## config.mk

```make
export PLATFORM = sky130hd
export DESIGN_NAME = id_exe_stage_reg
export DESIGN_NICKNAME = d
export VERILOG_FILES = /design/src/rtl/id_exe_stage_reg_pkg.sv /design/src/rtl/id_exe_stage_reg_sat_counter.sv /design/src/rtl/id_exe_stage_reg.sv
export SDC_FILE = /design/constraint.sdc
export NUM_CORES = 1
export LEC_CHECK = 0
export CORE_MARGIN = 5
export CORE_UTILIZATION = 42
export DETAILED_ROUTE_END_ITERATION = 16
export PLACE_DENSITY = 0.82
export REMOVE_ABC_BUFFERS = 1
export SETUP_SLACK_MARGIN = 0.15
export SYNTH_ARGS = -nofsm -noshare
export SYNTH_HDL_FRONTEND = slang
export SYNTH_SLANG_ARGS = --single-unit
export TNS_END_PERCENT = 1
```

## constraint.sdc

```tcl
create_clock -name clk -period 0.8 [get_ports clk]
set_input_delay 0.16 -clock clk [delete_from_list [all_inputs] [get_ports clk]]
set_output_delay 0.16 -clock clk [all_outputs]
set_load 0.02 [all_outputs]
```

## src/rtl/id_exe_stage_reg_pkg.sv

```systemverilog
// Shared constants and types for the ID->EXE pipeline register.
// Holds the EXE command encodings, the NZCV bit positions and the control bundle type.
package id_exe_stage_reg_pkg;

    localparam int DATA_W  = 32;
    localparam int RADDR_W = 4;
    localparam int CMD_W   = 4;
    localparam int CNT_W   = 16;

    localparam logic [CMD_W-1:0] CMD_NOP = 4'b0000;
    localparam logic [CMD_W-1:0] CMD_MOV = 4'b0001;
    localparam logic [CMD_W-1:0] CMD_ADD = 4'b0010;
    localparam logic [CMD_W-1:0] CMD_ADC = 4'b0011;
    localparam logic [CMD_W-1:0] CMD_SUB = 4'b0100;
    localparam logic [CMD_W-1:0] CMD_SBC = 4'b0101;
    localparam logic [CMD_W-1:0] CMD_AND = 4'b0110;
    localparam logic [CMD_W-1:0] CMD_ORR = 4'b0111;
    localparam logic [CMD_W-1:0] CMD_EOR = 4'b1000;
    localparam logic [CMD_W-1:0] CMD_MVN = 4'b1001;

    localparam int NZCV_N = 3;
    localparam int NZCV_Z = 2;
    localparam int NZCV_C = 1;
    localparam int NZCV_V = 0;

    typedef struct packed {
        logic             wb_en;
        logic             mem_r_en;
        logic             mem_w_en;
        logic             b;
        logic             s;
        logic             imm;
        logic [CMD_W-1:0] cmd;
    } id_exe_ctrl_t;

endpackage

```

## src/rtl/id_exe_stage_reg_sat_counter.sv

```systemverilog
// Saturating event counter with synchronous clear.
// Clear wins over increment; the count sticks at all-ones instead of wrapping.
module sat_counter #(
    parameter int CNT_W = 16
) (
    input  logic             clk_i,
    input  logic             rst_ni,
    input  logic             inc_i,
    input  logic             clr_i,
    output logic [CNT_W-1:0] cnt_o
);

    logic [CNT_W-1:0] cnt_q;
    logic [CNT_W-1:0] cnt_d;

    // Next count: clear first, then increment unless already saturated.
    always_comb begin
        cnt_d = cnt_q;
        if (clr_i) begin
            cnt_d = '0;
        end else if (inc_i && (cnt_q != {CNT_W{1'b1}})) begin
            cnt_d = cnt_q + 1'b1;
        end
    end

    // Count register.
    always_ff @(posedge clk_i or negedge rst_ni) begin
        if (!rst_ni) begin
            cnt_q <= '0;
        end else begin
            cnt_q <= cnt_d;
        end
    end

    assign cnt_o = cnt_q;

endmodule

```

## src/rtl/id_exe_stage_reg.sv

```systemverilog
// ID->EXE pipeline register with hold, bubble and flush.
// Optional PERF_CNT_EN adds saturating stall/bubble counters.
module id_exe_stage_reg
    import id_exe_stage_reg_pkg::*;
#(
    parameter int DATA_W  = id_exe_stage_reg_pkg::DATA_W,
    parameter int RADDR_W = id_exe_stage_reg_pkg::RADDR_W,
    parameter int CMD_W   = id_exe_stage_reg_pkg::CMD_W
`ifdef PERF_CNT_EN
    ,
    parameter int CNT_W   = id_exe_stage_reg_pkg::CNT_W
`endif
) (
    input  logic               clk,
    input  logic               rst,
    input  logic               freeze,
    input  logic               flush,
    input  logic               hazard,
    input  logic [DATA_W-1:0]  id_pc,
    input  logic [DATA_W-1:0]  id_val_rn,
    input  logic [DATA_W-1:0]  id_val_rm,
    input  logic [RADDR_W-1:0] id_src1,
    input  logic [RADDR_W-1:0] id_src2,
    input  logic [RADDR_W-1:0] id_dest,
    input  logic [CMD_W-1:0]   id_cmd,
    input  logic               id_wb_en,
    input  logic               id_mem_r_en,
    input  logic               id_mem_w_en,
    input  logic               id_b,
    input  logic               id_s,
    input  logic               id_imm,
    input  logic [11:0]        id_shift_op,
    input  logic [23:0]        id_imm24,
    input  logic [3:0]         id_status,
    output logic [DATA_W-1:0]  exe_pc,
    output logic [DATA_W-1:0]  exe_val_rn,
    output logic [DATA_W-1:0]  exe_val_rm,
    output logic [RADDR_W-1:0] exe_src1,
    output logic [RADDR_W-1:0] exe_src2,
    output logic [RADDR_W-1:0] exe_dest,
    output logic [CMD_W-1:0]   exe_cmd,
    output logic               exe_wb_en,
    output logic               exe_mem_r_en,
    output logic               exe_mem_w_en,
    output logic               exe_b,
    output logic               exe_s,
    output logic               exe_imm,
    output logic [11:0]        exe_shift_op,
    output logic [23:0]        exe_imm24,
    output logic [3:0]         exe_status,
    output logic               exe_valid
`ifdef PERF_CNT_EN
    ,
    input  logic               cnt_clr,
    output logic [CNT_W-1:0]   stall_cnt,
    output logic [CNT_W-1:0]   bubble_cnt
`endif
);

    logic               bubble;
    id_exe_ctrl_t       ctrl_d, ctrl_q;
    logic [DATA_W-1:0]  pc_d, pc_q;
    logic [DATA_W-1:0]  rn_d, rn_q;
    logic [DATA_W-1:0]  rm_d, rm_q;
    logic [RADDR_W-1:0] src1_d, src1_q;
    logic [RADDR_W-1:0] src2_d, src2_q;
    logic [RADDR_W-1:0] dest_d, dest_q;
    logic [11:0]        shift_d, shift_q;
    logic [23:0]        imm24_d, imm24_q;
    logic [3:0]         status_d, status_q;
    logic               valid_d, valid_q;

    // Flush and hazard both turn the slot into an all-zero bubble.
    assign bubble = flush | hazard;

    // Bubble-select mux: pass ID fields through or zero every field.
    always_comb begin
        ctrl_d = '{
            wb_en:    id_wb_en,
            mem_r_en: id_mem_r_en,
            mem_w_en: id_mem_w_en,
            b:        id_b,
            s:        id_s,
            imm:      id_imm,
            cmd:      id_cmd
        };
        pc_d     = id_pc;
        rn_d     = id_val_rn;
        rm_d     = id_val_rm;
        src1_d   = id_src1;
        src2_d   = id_src2;
        dest_d   = id_dest;
        shift_d  = id_shift_op;
        imm24_d  = id_imm24;
        status_d = id_status;
        valid_d  = 1'b1;
        if (bubble) begin
            ctrl_d   = '0;
            pc_d     = '0;
            rn_d     = '0;
            rm_d     = '0;
            src1_d   = '0;
            src2_d   = '0;
            dest_d   = '0;
            shift_d  = '0;
            imm24_d  = '0;
            status_d = '0;
            valid_d  = 1'b0;
        end
    end

    // Pipeline register: freeze holds everything, otherwise capture.
    always_ff @(posedge clk or negedge rst) begin
        if (!rst) begin
            ctrl_q   <= '0;
            pc_q     <= '0;
            rn_q     <= '0;
            rm_q     <= '0;
            src1_q   <= '0;
            src2_q   <= '0;
            dest_q   <= '0;
            shift_q  <= '0;
            imm24_q  <= '0;
            status_q <= '0;
            valid_q  <= 1'b0;
        end else if (!freeze) begin
            ctrl_q   <= ctrl_d;
            pc_q     <= pc_d;
            rn_q     <= rn_d;
            rm_q     <= rm_d;
            src1_q   <= src1_d;
            src2_q   <= src2_d;
            dest_q   <= dest_d;
            shift_q  <= shift_d;
            imm24_q  <= imm24_d;
            status_q <= status_d;
            valid_q  <= valid_d;
        end
    end

    assign exe_pc       = pc_q;
    assign exe_val_rn   = rn_q;
    assign exe_val_rm   = rm_q;
    assign exe_src1     = src1_q;
    assign exe_src2     = src2_q;
    assign exe_dest     = dest_q;
    assign exe_cmd      = ctrl_q.cmd;
    assign exe_wb_en    = ctrl_q.wb_en;
    assign exe_mem_r_en = ctrl_q.mem_r_en;
    assign exe_mem_w_en = ctrl_q.mem_w_en;
    assign exe_b        = ctrl_q.b;
    assign exe_s        = ctrl_q.s;
    assign exe_imm      = ctrl_q.imm;
    assign exe_shift_op = shift_q;
    assign exe_imm24    = imm24_q;
    assign exe_status   = status_q;
    assign exe_valid    = valid_q;

`ifdef PERF_CNT_EN
    sat_counter #(.CNT_W(CNT_W)) u_stall_cnt (
        .clk_i  (clk),
        .rst_ni (rst),
        .inc_i  (freeze),
        .clr_i  (cnt_clr),
        .cnt_o  (stall_cnt)
    );

    sat_counter #(.CNT_W(CNT_W)) u_bubble_cnt (
        .clk_i  (clk),
        .rst_ni (rst),
        .inc_i  (!freeze && bubble),
        .clr_i  (cnt_clr),
        .cnt_o  (bubble_cnt)
    );
`endif

endmodule

```

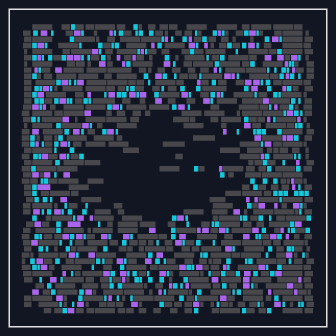
**Above:** run 1 (logic cells by family).
purple -> inverting AOI/OAI gates  # cells 159, where widely spread
cyan -> NAND gates  # cells 317, where widely spread

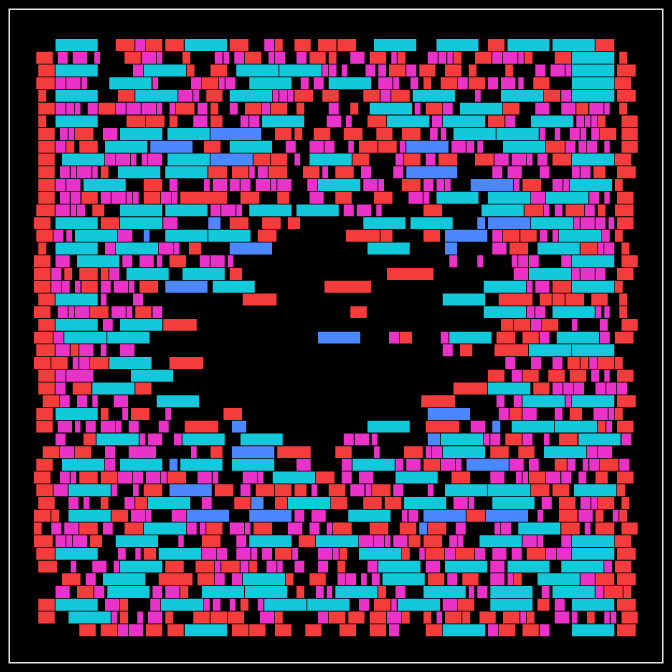
**Above:** run 1 (cell classes on the final placement).
cyan -> flip-flops  # cells 159
blue -> clock drivers and dummy loads  # cells 29
magenta -> all other logic  # cells 477
red -> other buffers and delay cells  # cells 367

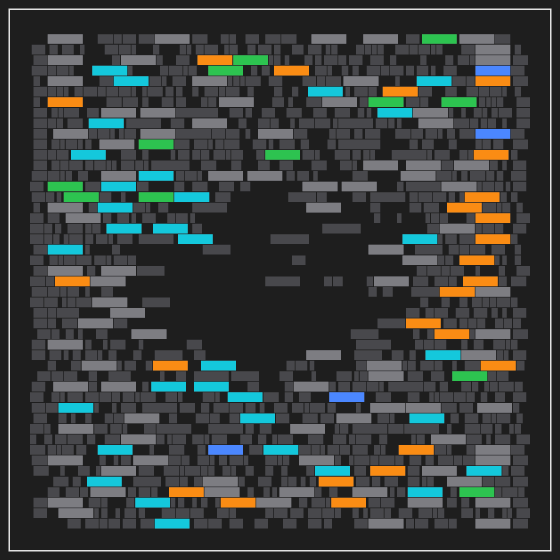
**Above:** run 1 (sequential cells colored by netlist name).
green -> `exe_shift_op`  # placed flops 12
orange -> `exe_imm24`  # placed flops 24
blue -> `exe_status`  # placed flops 4
cyan -> `exe_val_rn`  # placed flops 32

==> flow_metrics.tcl, run 1 <==
# implementation run metrics
set metrics [dict create \
    cp_top_family "flip-flops" \
    slowest_stage "dfrtp_1" \
    path_class "reg -> out" \
    maxCapViolCount 0 \
    slowest_delay_ns 0.40 \
    period_used_pct 142 \
    netlist_area_sq_um 7030 \
    vias 6013 \
    reg2reg_setup_slack_ns 0.04 \
    status "finished, violations left" \
    r2r_cells 3 \
    power.switching_mw 5.35 \
    syn_to_final_growth_pct 59.5 \
    p_int_mw 15.0 \
    tool_warnings 28 \
    postRouteAntennaNets 0 \
    h-tree-depth 4 \
    fin_ws_ns -0.337 \
    logic_area_sq_um 2840 \
    rr_startpoint "exe_shift_op[4]$_DFFE_PN0N_" \
    violations "negative hold slack, negative setup slack" \
    clkPwrFrac_pct 37.6 \
    chipHeight_um 139 \
    top_cell_area_share_pct 56.6 \
    max_freq_mhz 880 \
    core_area_sq_um 16500 \
    hpwlAfterDp_um 15000 \
    antenna_found_initial 1 \
    setup_violations 159 \
    cp-start-kind "flip-flop" \
    hold_violations 76 \
    ys_cells 689 \
    cts_tree "built" \
    ios 322 \
    clk_latency_ns 0.41 \
    yosys.stat.seqShare_pct 56.6 \
    grt_usage_pct 20.8 \
    synth_area_leader_cell "dfrtp_1" \
    die_x_um 139 \
    ctsLongestPathBuffers 2 \
    drc_errors 0 \
    num_rows 47 \
    yosysUniqueCellTypes 10 \
    comb_power_share_pct 19.3 \
    firstDrtPassIters 4 \
    min_period_ns 1.14 \
    worstPathRequired_ns 0.64 \
    whs_ns -0.368 \
]
## run 1: layer usage
metal  vias to the layer above  share of wire, %  global-route usage (%)
met5                         -             0.054                       0
met4                         2               3.8                    9.06
met3                        54               8.5                    7.38
met2                       241                49                    34.5
met1                      2828                39                    24.5
li1                       2888                 -                       -
## run 1: registers in the layout (all words and copies together) (netlist names)
name / cells
exe_b: 1
exe_cmd: 4
exe_dest: 4
exe_imm: 1
exe_imm24: 24
exe_mem_r_en: 1
exe_mem_w_en: 1
exe_pc: 32
exe_s: 1
exe_shift_op: 12
exe_src1: 4
exe_src2: 4
exe_status: 4
exe_val_rm: 32
exe_val_rn: 32
exe_valid: 1
exe_wb_en: 1
## run 1: layout make-up
| type | count | share of cell area (%) |
|---|---|---|
| clock inverters | 11 | 1.06 |
| multi-input cells | 477 | 25.3 |
| clock buffers | 18 | 3.83 |
| repair buffers | 367 | 31.9 |
| well taps | 220 | 2.45 |
| flip-flops and latches | 159 | 35.5 |
## run 1: how the worst max path moves through the flow
| stage | startpoint | to | slack, ns | depth (start not counted) |
|---|---|---|---|---|
| 6_report | exe_val_rn[1]$_DFFE_PN0N_ | exe_val_rn[1] | -0.34 | 1 |
| 5_1_grt | exe_val_rn[19]$_DFFE_PN0N_ | exe_val_rn[19] | -0.38 | 1 |
| 4_1_cts | exe_val_rm[21]$_DFFE_PN0N_ | exe_val_rm[21] | -0.36 | 1 |
| 3_5_place_dp | hazard | exe_src1[3]$_DFFE_PN0N_ | -0.65 | 4 |
| 3_3_place_gp | hazard | exe_imm24[10]$_DFFE_PN0N_ | -0.63 | 4 |
| 2_1_floorplan | flush | exe_b$_DFFE_PN0N_ | -3.91 | 2 |
## run 1: placed cells by master (no fill, tap or decap), types with 9 or more instances in the layout
master and count:
dfrtp_1 159, clkbuf_16 17, buf_2 65, buf_4 28, clkdlybuf4s50_1 158, o21ai_1 48, nand2b_1 158, o21ai_2 107
buf_12 12, nand2_2 9, nand2_1 150, buf_6 100
## run 1: timing repair
item | in CTS | in global routing
hold endpoints to repair | 159 | 81
setup buffers | 1 | 1
hold buffers | 1 | 1
resized | 781 | 130
setup endpoints to repair | 318 | 444
pin swaps | 11 | 40
## run 1: kinds of logic after synthesis
kind of cell / synth area share, %
buf+inv: 4.68
compound gates: 16.1
simple gates: 22.6
flops: 56.6
## run 1: metrics by stage
| stage | hold slack (ns) | util, % | total power [mW] | cell area [sq um] | TNS, ns |
|---|---|---|---|---|---|
| after floorplan | -0.136 | - | 10.3 | 6700 | -581.36 |
| after global placement | -0.0139 | 64.7 | 12.8 | 10700 | -138.58 |
| after detailed placement | -0.0158 | 64.7 | 12.8 | 10700 | -139.41 |
| after CTS | 0.174 | 65.6 | 20.4 | 10800 | -80.15 |
| after global routing | -0.382 | 67.9 | 21.2 | 11200 | -54.29 |
| final | -0.368 | 67.9 | 20.4 | 11200 | -48.32 |
## run 1: power groups by stage
stage	Sequential [mW]	Combinational [mW]	Clock, mW
6_report	8.78	3.93	7.67
5_1_grt	8.83	4.22	8.15
4_1_cts	8.75	3.77	7.83
3_5_place_dp	8.87	3.97	0
3_3_place_gp	8.86	3.92	0
2_1_floorplan	9.43	0.832	0
**Run 1: clock distribution**

Bar = 50 um.
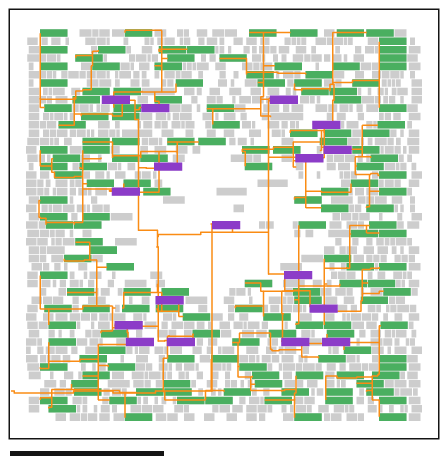

==> run 2, diff against run 1 <==
- CORE_MARGIN: 5 -> unset
- CTS_CLUSTER_DIAMETER: unset -> 60
- GPL_ROUTABILITY_DRIVEN: unset -> 0
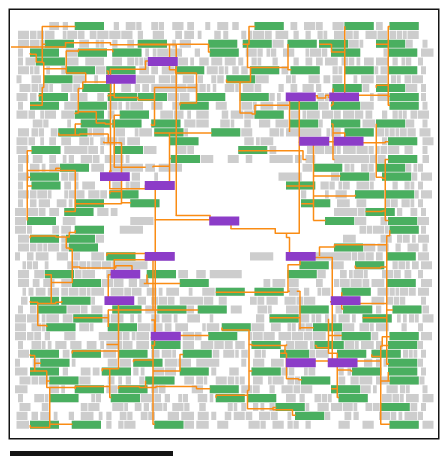
**Above:** run 2 (clock distribution).
Bar = 50 um.
orange -> clock wires  # length 2000 um
purple -> cells driving clock nets  # count 17
green -> flip-flops  # count 159
flops lie = widely spread

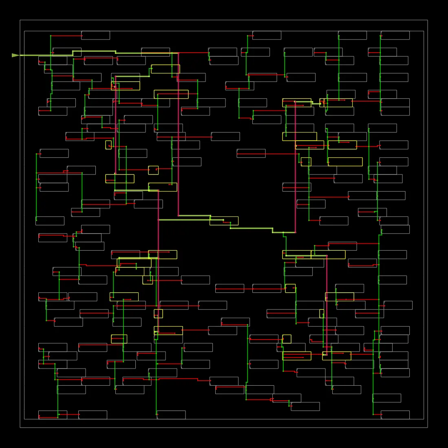
**Above:** run 2 (clock nets).
TritonCTS buffer count: 17
power in the clock group: 8.97 mW
clk_skew: 0 ns
Clock buffer cells: 20
Worst-Skew Late Latency: 0.42 ns

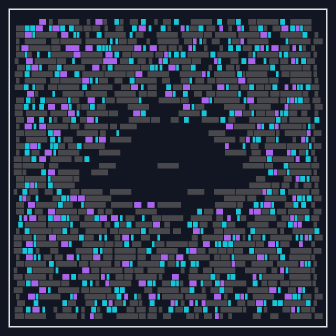
**Above:** run 2 (logic cells by family).
cyan -> NAND gates  # cells 317, where widely spread
purple -> inverting AOI/OAI gates  # cells 159, where widely spread

==> flow_metrics.tcl, run 2 <==
# implementation run metrics
set metrics [dict create \
    fin_ws_ns -0.358 \
    hold_violations 0 \
    yosys.stat.seqShare_pct 56.6 \
    path_class "reg -> out" \
    netlist_area_sq_um 7030 \
    wl_met2_um 9780 \
    syn_to_final_growth_pct 57.9 \
    postRouteAntennaNets 0 \
    hpwlAfterDp_um 13900 \
    topCombFamilyByArea "simple AND/OR/NAND/NOR gates" \
    die_x_um 131 \
    setup_violations 159 \
    finalPower_mw 21.5 \
    ys_cells 689 \
    antenna_found_initial 0 \
    cp_top_family "flip-flops" \
    met3WireLength_um 1370 \
    tool_warnings 27 \
    ctsLongestPathBuffers 2 \
    ys_sh_mux_pct 0 \
    chipHeight_um 131 \
    num_rows 46 \
    ys_sh_simple_pct 22.6 \
    grt_usage_pct 23.2 \
    slowest_delay_ns 0.43 \
    logic_area_sq_um 2790 \
    violations "negative setup slack" \
    slowest_stage "dfrtp_1" \
    max_freq_mhz 863 \
    drc_errors 0 \
    vias 5953 \
    min_period_ns 1.16 \
    lay_top_count "dfrtp_1" \
    status "finished, violations left" \
    cts_tree "built" \
    yosysUniqueCellTypes 10 \
    worstPathRequired_ns 0.64 \
    whs_ns 0.0739 \
]
-- run 2: final cells by class --
class | count | area share [%]
clock buffers | 20 | 4.02
multi-input cells | 477 | 25.1
repair buffers | 369 | 30.8
clock inverters | 12 | 1.85
flip-flops and latches | 159 | 35.8
well taps | 216 | 2.43
-- run 2: kinds of logic (layout without fill, tap and decap cells) --
group                  Yosys count  in the layout
and+or+nand+nor                318            318
AOI/OAI and AO/OA              159            159
DFF                            159            159
buffers and inverters           53            401
-- run 2: per-stage QoR --
step                      util, %  instances  area (sq um)
after detailed placement     66.4       1219         10700
after floorplan                 -        636          6700
after CTS                    67.5       1252         10900
after global routing         68.9       1253         11100
final                        68.9       1253         11100
after global placement       66.4       1219         10700
-- run 2: layer usage --
layer / track usage (%) / vias up
li1: - / 2895
met1: 27.7 / 2779
met4: 11.0 / 0
met2: 38.6 / 234
met5: 0 / -
met3: 6.40 / 45
-- run 2: report_power, final --
group | switching [mW] | total (mW) | internal, mW
clock network | 3.32 | 8.97 | 5.66
logic | 1.88 | 3.80 | 1.92
registers | 0.278 | 8.77 | 8.49
-- run 2: path summary, 6_finish.rpt --
check,from,endpoint,cells after the start
hold / removal,freeze,exe_val_rn[12]$_DFFE_PN0N_,3
setup / recovery,exe_cmd[3]$_DFFE_PN0N_,exe_cmd[3],1
hold reg to reg,exe_src2[0]$_DFFE_PN0N_,exe_src2[0]$_DFFE_PN0N_,2
min in group asynchronous,rst,exe_pc[23]$_DFFE_PN0N_,2
setup reg to reg,exe_imm24[23]$_DFFE_PN0N_,exe_imm24[23]$_DFFE_PN0N_,3
max in group asynchronous,rst,exe_dest[2]$_DFFE_PN0N_,3
-- run 2: repair_timing --
action / CTS / global route
resized: 746 / 101
hold buffers: 1 / 0
pin swaps: 36 / 34
endpoints found under the hold margin: 159 / 0
setup buffers: 0 / 1
endpoints found under the setup margin: 318 / 274
**Run 2: cell classes on the final placement**

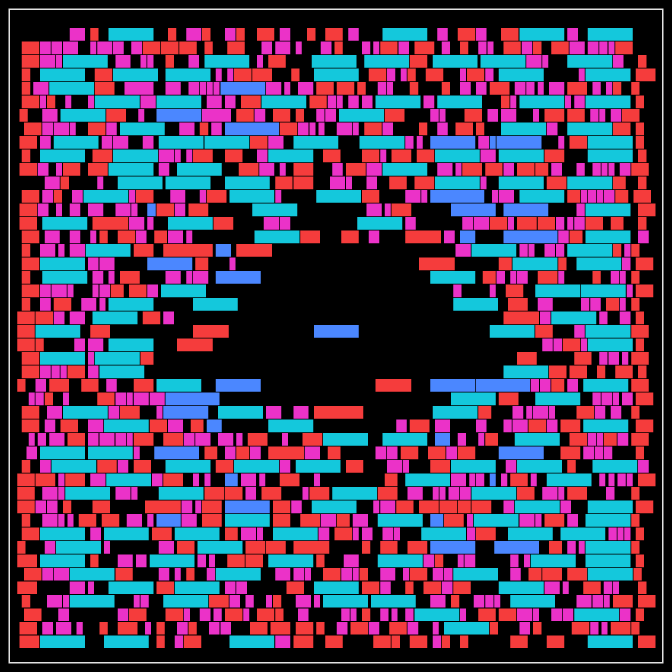

==> run 3, diff against run 2 <==
- SETUP_SLACK_MARGIN: 0.15 -> unset
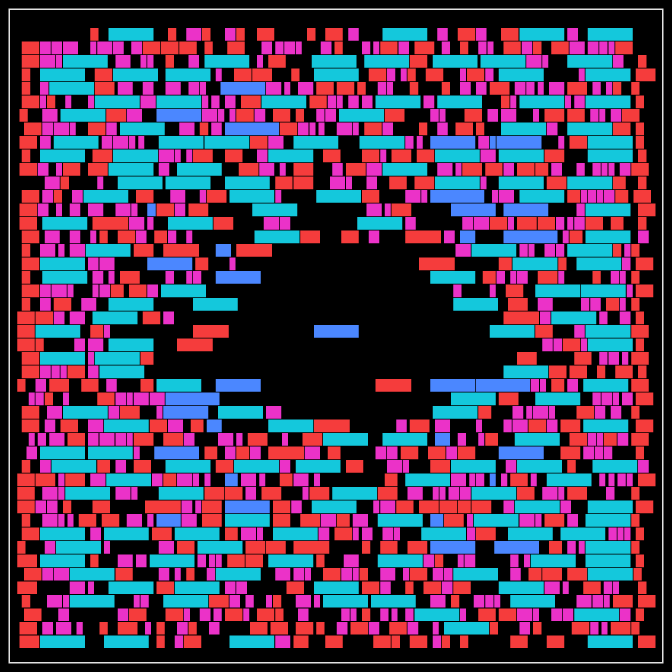
**Above:** run 3 (cell classes on the final placement).
cyan -> flip-flops  # cells 159
magenta -> all other logic  # cells 477
blue -> clock drivers and dummy loads  # cells 32
red -> other buffers and delay cells  # cells 369

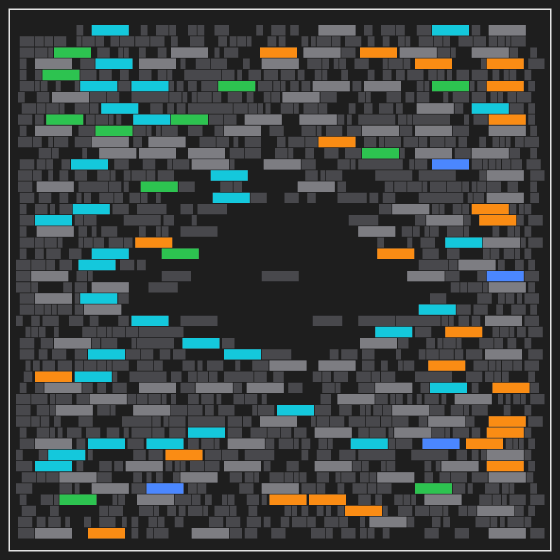
**Above:** run 3 (sequential cells colored by netlist name).
orange -> `exe_imm24`  # placed flops 24, where widely spread
blue -> `exe_status`  # placed flops 4
green -> `exe_shift_op`  # placed flops 12, where widely spread
cyan -> `exe_val_rn`  # placed flops 32, where widely spread
not colored = 87

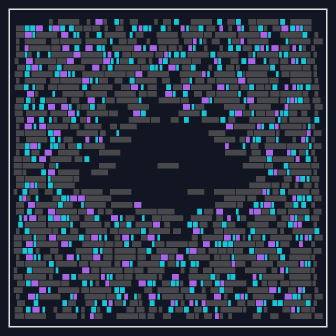
**Above:** run 3 (logic cells by family).
purple -> inverting AOI/OAI gates  # cells 159, where widely spread
cyan -> NAND gates  # cells 317, where widely spread

==> flow_metrics.tcl, run 3 <==
# implementation run metrics
set metrics [dict create \
    netlist_area_sq_um 7030 \
    antenna_cells 0 \
    clk_pin_slew_ns 0.07 \
    ctsLongestPathBuffers 2 \
    hold_violations 0 \
    syn_to_final_growth_pct 56.6 \
    min_period_ns 1.16 \
    drive_above_1_share_pct 32.0 \
    die_x_um 131 \
    slowest_delay_ns 0.43 \
    whs_ns 0.0741 \
    grt_usage_pct 23.1 \
    chipHeight_um 131 \
    cts_tree "built" \
    clk_latency_ns 0.42 \
    yosysUniqueCellTypes 10 \
    yosys.stat.seqShare_pct 56.6 \
    violations "negative setup slack" \
    postRouteAntennaNets 0 \
    synth_area_leader_cell "dfrtp_1" \
    place_inst 1219 \
    cp_top_family "flip-flops" \
    max_freq_mhz 864 \
    setup_violations 179 \
    ys_cells 689 \
    status "finished, violations left" \
    path_class "reg -> out" \
    vias 5950 \
    hpwlAfterDp_um 13900 \
    fin_ws_ns -0.357 \
    finClkSkew_ns 0 \
    num_rows 46 \
    worstPathRequired_ns 0.64 \
    layoutNonFillerInstCount 1253 \
    flop_cell "dfrtp_1" \
    antenna_found_initial 0 \
    drc_errors 0 \
    cts_buffers 17 \
]
[run 3: cell counts after synthesis]
No cell type changed its count.
[run 3: repair_timing]
item | 4_1_cts | 5_1_grt
setup buffers | 0 | 1
gates resized | 725 | 59
setup endpoints to repair | 317 | 202
pin swaps | 4 | 12
gates cloned | 0 | 0
hold endpoints to repair | 159 | 0
hold buffers | 1 | 0
[run 3: area by class of cell]
type	instances	area, sq um
Timing Repair Buffer	369	3380
Fill cell	1266	5100
Multi-Input combinational cell	477	2740
Clock inverter	12	205
Sequential cell	159	3980
Clock buffer	20	447
Tap cell	216	270
[run 3: power breakdown]
part | switching (mW) | internal [mW]
registers | 0.279 | 8.49
clock network | 3.32 | 5.66
logic | 1.83 | 1.88
total | 5.44 | 16.0
[run 3: stage by stage]
step	utilization, %	instance area [sq um]	power (mW)
3_3_place_gp	66.4	10700	12.7
5_1_grt	68.4	11000	22.3
3_5_place_dp	66.4	10700	12.8
4_1_cts	67.3	10800	21.6
6_report	68.4	11000	21.5
2_1_floorplan	-	6700	10.3
[run 3: logic make-up (layout without fill, tap and decap cells)]
family          after synthesis  in the layout  share of synthesized area [%]
compound gates              159            159                           16.1
flops                       159            159                           56.6
buf+inv                      53            401                           4.68
simple gates                318            318                           22.6
[run 3: layer usage]
layer / track usage (%) / wire (um)
met4: 11.0 / 687
met1: 27.7 / 7620
met5: 0 / 0
met2: 38.5 / 9710
met3: 6.40 / 1380
[run 3: final timing paths]
check / startpoint / endpoint / slack [ns] / cells past startpoint
worst max register to register: exe_imm24[23]$_DFFE_PN0N_ / exe_imm24[23]$_DFFE_PN0N_ / 0.03 / 3
worst max-delay path: exe_cmd[3]$_DFFE_PN0N_ / exe_cmd[3] / -0.36 / 1
worst min register to register: exe_src2[0]$_DFFE_PN0N_ / exe_src2[0]$_DFFE_PN0N_ / 0.48 / 2
max in group asynchronous: rst / exe_dest[2]$_DFFE_PN0N_ / 0.21 / 3
min in group asynchronous: rst / exe_pc[23]$_DFFE_PN0N_ / 0.16 / 2
worst min-delay path: freeze / exe_val_rn[12]$_DFFE_PN0N_ / 0.07 / 3
[run 3: worst min-delay path: cells and delay by family]
| family | cells | cell delay [ns] |
|---|---|---|
| simple gates | 1 | 0.09 |
| compound gates | 1 | 0.05 |
| buf+inv | 1 | 0.15 |
Power figures rest on the tool's default switching activity, not on a simulated workload.
